### src/rtl/uart_tx_arbiter.sv
// uart_tx_arbiter: packet-granular round-robin sharing of the UART tx FIFO write port.
module uart_tx_arbiter #(
  parameter int NUM_REQ    = 4,
  parameter int DATA_WIDTH = 9,
  parameter int TIMEOUT    = 255,
  localparam int GW        = $clog2(NUM_REQ)
) (
  input  logic                             clk,
  input  logic                             reset,
  input  logic                             enable,
  input  logic [NUM_REQ-1:0]               req_valid,
  input  logic [NUM_REQ*DATA_WIDTH-1:0]    req_data,
  input  logic [NUM_REQ-1:0]               req_last,
  output logic [NUM_REQ-1:0]               req_ready,
  input  logic                             fifo_full,
  output logic                             fifo_write,
  output logic [DATA_WIDTH-1:0]            fifo_data,
  output logic [GW-1:0]                    grant_id,
  output logic                             busy,
  output logic                             timeout_err,
  input  logic                             timeout_clear
);
  localparam logic [0:0] IDLE   = 1'b0;
  localparam logic [0:0] LOCKED = 1'b1;

  logic [0:0]            r_state;
  logic [GW-1:0]         r_grant;
  logic [15:0]           r_idle;
  logic                  r_terr;
  logic [GW-1:0]         w_pick;
  logic                  w_locked;
  logic                  w_valid;
  logic                  w_last;
  logic                  w_xfer;
  logic                  w_timeout;
  logic [DATA_WIDTH-1:0] w_data;

  // Scan upward from the slot after the previous grant; the previous grant itself comes last.
  function automatic logic [GW-1:0] pick(input logic [GW-1:0] base, input logic [NUM_REQ-1:0] v);
    logic [GW-1:0] idx;
    logic          found;
    pick  = base;
    found = 1'b0;
    for (int k = 1; k <= NUM_REQ; k++) begin
      idx = base + GW'(k);
      if (!found && v[idx]) begin
        pick  = idx;
        found = 1'b1;
      end
    end
  endfunction

  assign w_pick    = pick(r_grant, req_valid);
  assign w_locked  = (r_state == LOCKED);
  assign w_valid   = req_valid[r_grant];
  assign w_last    = req_last[r_grant];
  assign w_data    = req_data[r_grant*DATA_WIDTH +: DATA_WIDTH];
  assign w_xfer    = w_locked && w_valid && !fifo_full;
  assign w_timeout = w_locked && !w_valid && (r_idle == 16'(TIMEOUT - 1));

  assign req_ready   = w_xfer ? (NUM_REQ'(1) << r_grant) : '0;
  assign fifo_write  = w_xfer;
  assign fifo_data   = w_xfer ? w_data : '0;
  assign grant_id    = r_grant;
  assign busy        = w_locked;
  assign timeout_err = r_terr;

  always_ff @(posedge clk or posedge reset) begin
    if (reset) begin
      r_state <= IDLE;
      r_grant <= GW'(NUM_REQ - 1);
      r_idle  <= '0;
      r_terr  <= 1'b0;
    end else begin
      r_terr <= w_timeout ? 1'b1 : (timeout_clear ? 1'b0 : r_terr);
      if (!w_locked) begin
        r_idle <= '0;
        if (enable && |req_valid) begin
          r_grant <= w_pick;
          r_state <= LOCKED;
        end
      end else if ((w_xfer && w_last) || w_timeout) begin
        r_state <= IDLE;
        r_idle  <= '0;
      end else begin
        r_idle <= w_valid ? '0 : r_idle + 16'd1;
      end
    end
  end
endmodule

### config.mk
export PLATFORM = sky130hd
export DESIGN_NAME = uart_tx_arbiter
export DESIGN_NICKNAME = d
export VERILOG_FILES = /design/src/rtl/uart_tx_arbiter.sv
export SDC_FILE = /design/constraint.sdc
export NUM_CORES = 1
export LEC_CHECK = 0
export CAP_MARGIN = 20
export CORE_ASPECT_RATIO = 0.8
export CORE_MARGIN = 8
export CORE_UTILIZATION = 30
export CTS_CLUSTER_DIAMETER = 80
export DETAILED_ROUTE_END_ITERATION = 7
export PLACE_DENSITY_LB_ADDON = 0.3
export SKIP_CTS_REPAIR_TIMING = 1
export SLEW_MARGIN = 5
export SYNTH_ARGS = -nofsm -noshare
export SYNTH_HDL_FRONTEND = slang
export SYNTH_SLANG_ARGS = --single-unit
export TNS_END_PERCENT = 5
### constraint.sdc
create_clock -name clk -period 3.95 [get_ports clk]
set_input_delay 0.5925 -clock clk [delete_from_list [all_inputs] [get_ports clk]]
set_output_delay 0.5925 -clock clk [all_outputs]
set_load 0.02 [all_outputs]
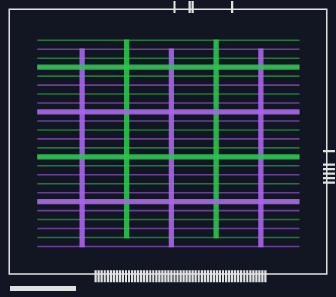
(run_1/power_grid.png)
Scale bar: 20 um. Pins as bars on the die edge.
| net | color |
|---|---|
| VSS | purple |
| VDD | green |
signal pins: 67
met5 straps: 4
rows: 23
Worst IR Drop VDD: 0.188 mV
CORE AREA: 0.00498 sq mm

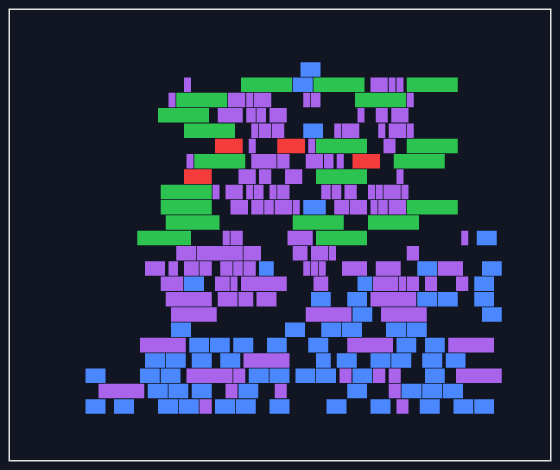
(run_1/placement_by_type.png)
| class | color | cells |
|---|---|---|
| remaining buffers and delay cells | blue | 70 |
| clock drivers and dummy loads | red | 4 |
| combinational and other logic | purple | 120 |
| sequential cells | green | 20 |
row count: 23
flop share of the area: 21.6%
post-layout utilization of the core: 46.8%
cell area after layout: 0.00233 sq mm

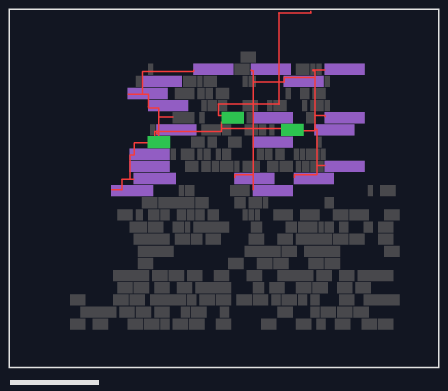
(run_1/clk_routes.png)
Scale bar: 20 um.
[clock drivers] green | count: 3
[clock wires] red | length: 238 um
[flip-flops] purple | count: 20
routed clock nets: 4
Skew-Pair Late Insertion Delay: 0.26 ns
clk_skew: 0.00764 ns

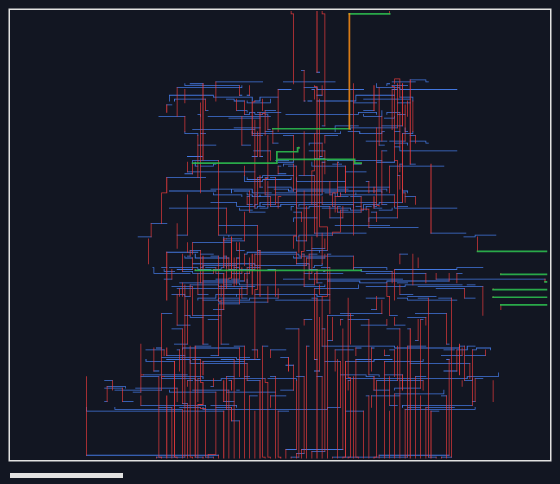
(run_1/wires.png)
Scale bar: 20 um.
| layer | color | wire length |
|---|---|---|
| metal 3 | green | 135 um |
| metal 1 | blue | 1,900 um |
| metal 4 | orange | 20.4 um |
| metal 2 | red | 2,140 um |
WL per Instance: 15.2 um
Via Count: 1,349
DRT Wirelength: 4.20 mm
total track usage: 11.4%

==> qor.txt, run 1 <==
Dominant Register Cell - dfrtp_1
cell mode on critical path - clkdlybuf4s50_1
die height - 79.9 um
Floorplan Nets - 200
number of flip-flops in the largest register - 16
vias in the first global route - 1,247
drt drc - 0
clock buffer depth - 2
Adders+Majority by Area - 4.90%
layout cell share with drive strength beyond 1 - 12.6%
register area share after synthesis - 32.8%
Top Layout Cells - 66 x clkdlybuf4s50_1, 20 x nor2_1, 18 x dfrtp_1
Layout non-clock buf frac - 29.8%
YS chip area - 0.00153 sq mm
met3 Use GR - 1.97%
Setup crit start - req_valid[0]
Top Consumer - combinational logic
H-tree levels - 1
Clock group - 0.000153 W
CTS root buf - clkbuf_8
Initial DRC Count - 83
Yosys cell types - 34
die area - 0.00766 sq mm
crit-path cells - clkdlybuf4s50_1, mux4_2, nor3b_1, buf_4, and2_1, clkdlybuf4s50_1
Gate Area - 968 sq um
Detail Route Antenna Nets - 0
CP Class - in2out
combinational gate count - 112
worst-margin pin slew - 0.736 ns
synthesized instance count - 145
Top delay family on crit path - buffers and inverters
fraction of area in multi-input gates - 41.6%
Top non-seq family - simple AND/OR/NAND/NOR gates
simple share - 23.0%
worst rel slew slack - 50.9%
Setup WS pre-CTS - 0.634 ns
count leader, synth - nor2_1
Top area cell types - dfrtp_1 29%, mux4_2 21%, and2_1 5.7%
Inst Count DP - 271
detailed placement HPWL - 3.54 mm
Top Metal Used - met4
Most Crowded Layer GR - met2
count of cells along the worst register-to-register path - 7
placer congestion estimate - 0.786
grt ovf - 0
CP endpoint kind - output port
total CTS buffers - 3
Largest Register - r_idle
metal3 WL - 134 um
Tapcells - 62
Post-Syn Area - 0.00153 sq mm
Max Fanout on Critical Path - 10
yosys warns - 0
dominant kind of cell by area - logic gates
status - finished, final reports clean
sw frac - 37.5%
Slowest-stage cell, CP - clkdlybuf4s50_1
yosys cell count - 145
ao+oa area frac - 4.74%
R2R setup slack - 1.34 ns
Final Cycle Share - 84.1%
Clock Pin Slew Worst Setup and Hold Paths - 0.06 ns
metal2 WL - 2.14 mm
Worst Path Arrival - 2.73 ns
Synth mux share - 22.6%
number of flip-flops and latches - 20
Clock Buffer Count - 4
==> run 2, diff against run 1 <==
Clock period 3.95 ns to 3.4 ns, I/O delays scaled along.
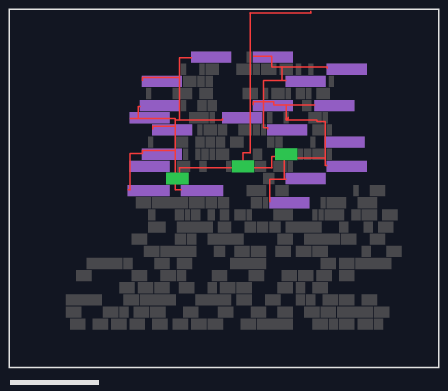
(run_2/clk_routes.png)
Scale bar: 20 um.
[flip-flops] purple | count: 20
[clock drivers] green | count: 3
[clock wires] red | length: 280 um
routed clock nets: 4
clk_skew: 0.00578 ns
Clock power frac: 12.5%
Clock group: 0.000160 W

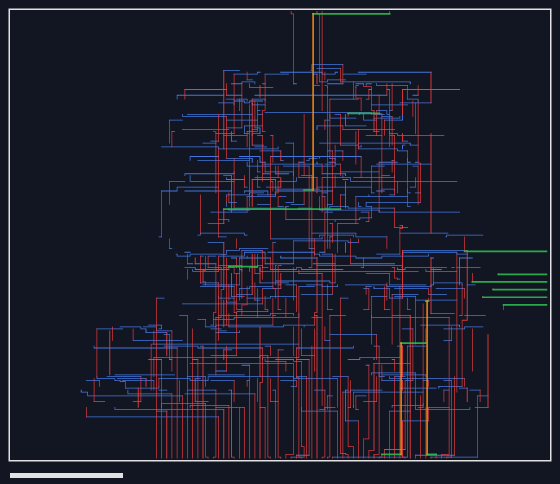
(run_2/wires.png)
Scale bar: 20 um.
| layer | color | wire length |
|---|---|---|
| metal 4 | orange | 78.2 um |
| metal 1 | blue | 2,010 um |
| metal 2 | red | 2,230 um |
| metal 3 | green | 121 um |
Via Count: 1,369
DRT Wirelength: 4.44 mm
WL per Instance: 16.0 um
total track usage: 12.3%

==> run 2 against run 1 <==
Effect of this change:
- wire length rose by 5.7%
- worst setup slack got worse by 0.35 ns
- non-clock buffer count up 1
- power rose by 15%
- global-route usage is 0.87 points higher
- critical path type unchanged
==> qor.txt, run 2 <==
number of flip-flops in the largest register - 16
detailed placement HPWL - 3.59 mm
combinational gate count - 112
Adders+Majority by Area - 4.90%
grt ovf - 0
Max Fanout on Critical Path - 11
total CTS buffers - 3
Skew-Pair Late Insertion Delay - 0.26 ns
clock buffer depth - 2
worst rel slew slack - 49.2%
yosys warns - 0
Clock Pin Slew Worst Setup and Hold Paths - 0.07 ns
row count - 23
vias in the first global route - 1,396
count leader, synth - nor2_1
synthesized instance count - 145
R2R setup slack - 0.82 ns
drt drc - 0
Worst IR Drop VDD - 0.261 mV
CTS root buf - clkbuf_8
Worst Path Arrival - 2.61 ns
Inst Count DP - 273
Detail Route Antenna Nets - 0
CORE AREA - 0.00498 sq mm
Top Metal Used - met4
metal3 WL - 120 um
post-layout utilization of the core - 46.6%
met3 Use GR - 1.69%
Top non-seq family - simple AND/OR/NAND/NOR gates
Synth mux share - 22.6%
crit-path cells - clkdlybuf4s50_1, mux4_2, nor3b_1, buf_4, and2_1, clkdlybuf4s50_1
Top area cell types - dfrtp_1 29%, mux4_2 21%, and2_1 5.7%
ao+oa area frac - 4.74%
metal2 WL - 2.23 mm
cell area after layout - 0.00232 sq mm
status - finished, final reports clean
yosys cell count - 145
Top delay family on crit path - buffers and inverters
YS chip area - 0.00153 sq mm
sw frac - 38.3%
Top Layout Cells - 66 x clkdlybuf4s50_1, 20 x nor2_1, 18 x dfrtp_1
Floorplan Nets - 200
Slowest-stage cell, CP - clkdlybuf4s50_1
Most Crowded Layer GR - met2
die area - 0.00766 sq mm
number of flip-flops and latches - 20
Post-Syn Area - 0.00153 sq mm
flop share of the area - 21.7%
Tapcells - 62
Power is estimated from default activity; no workload was simulated.
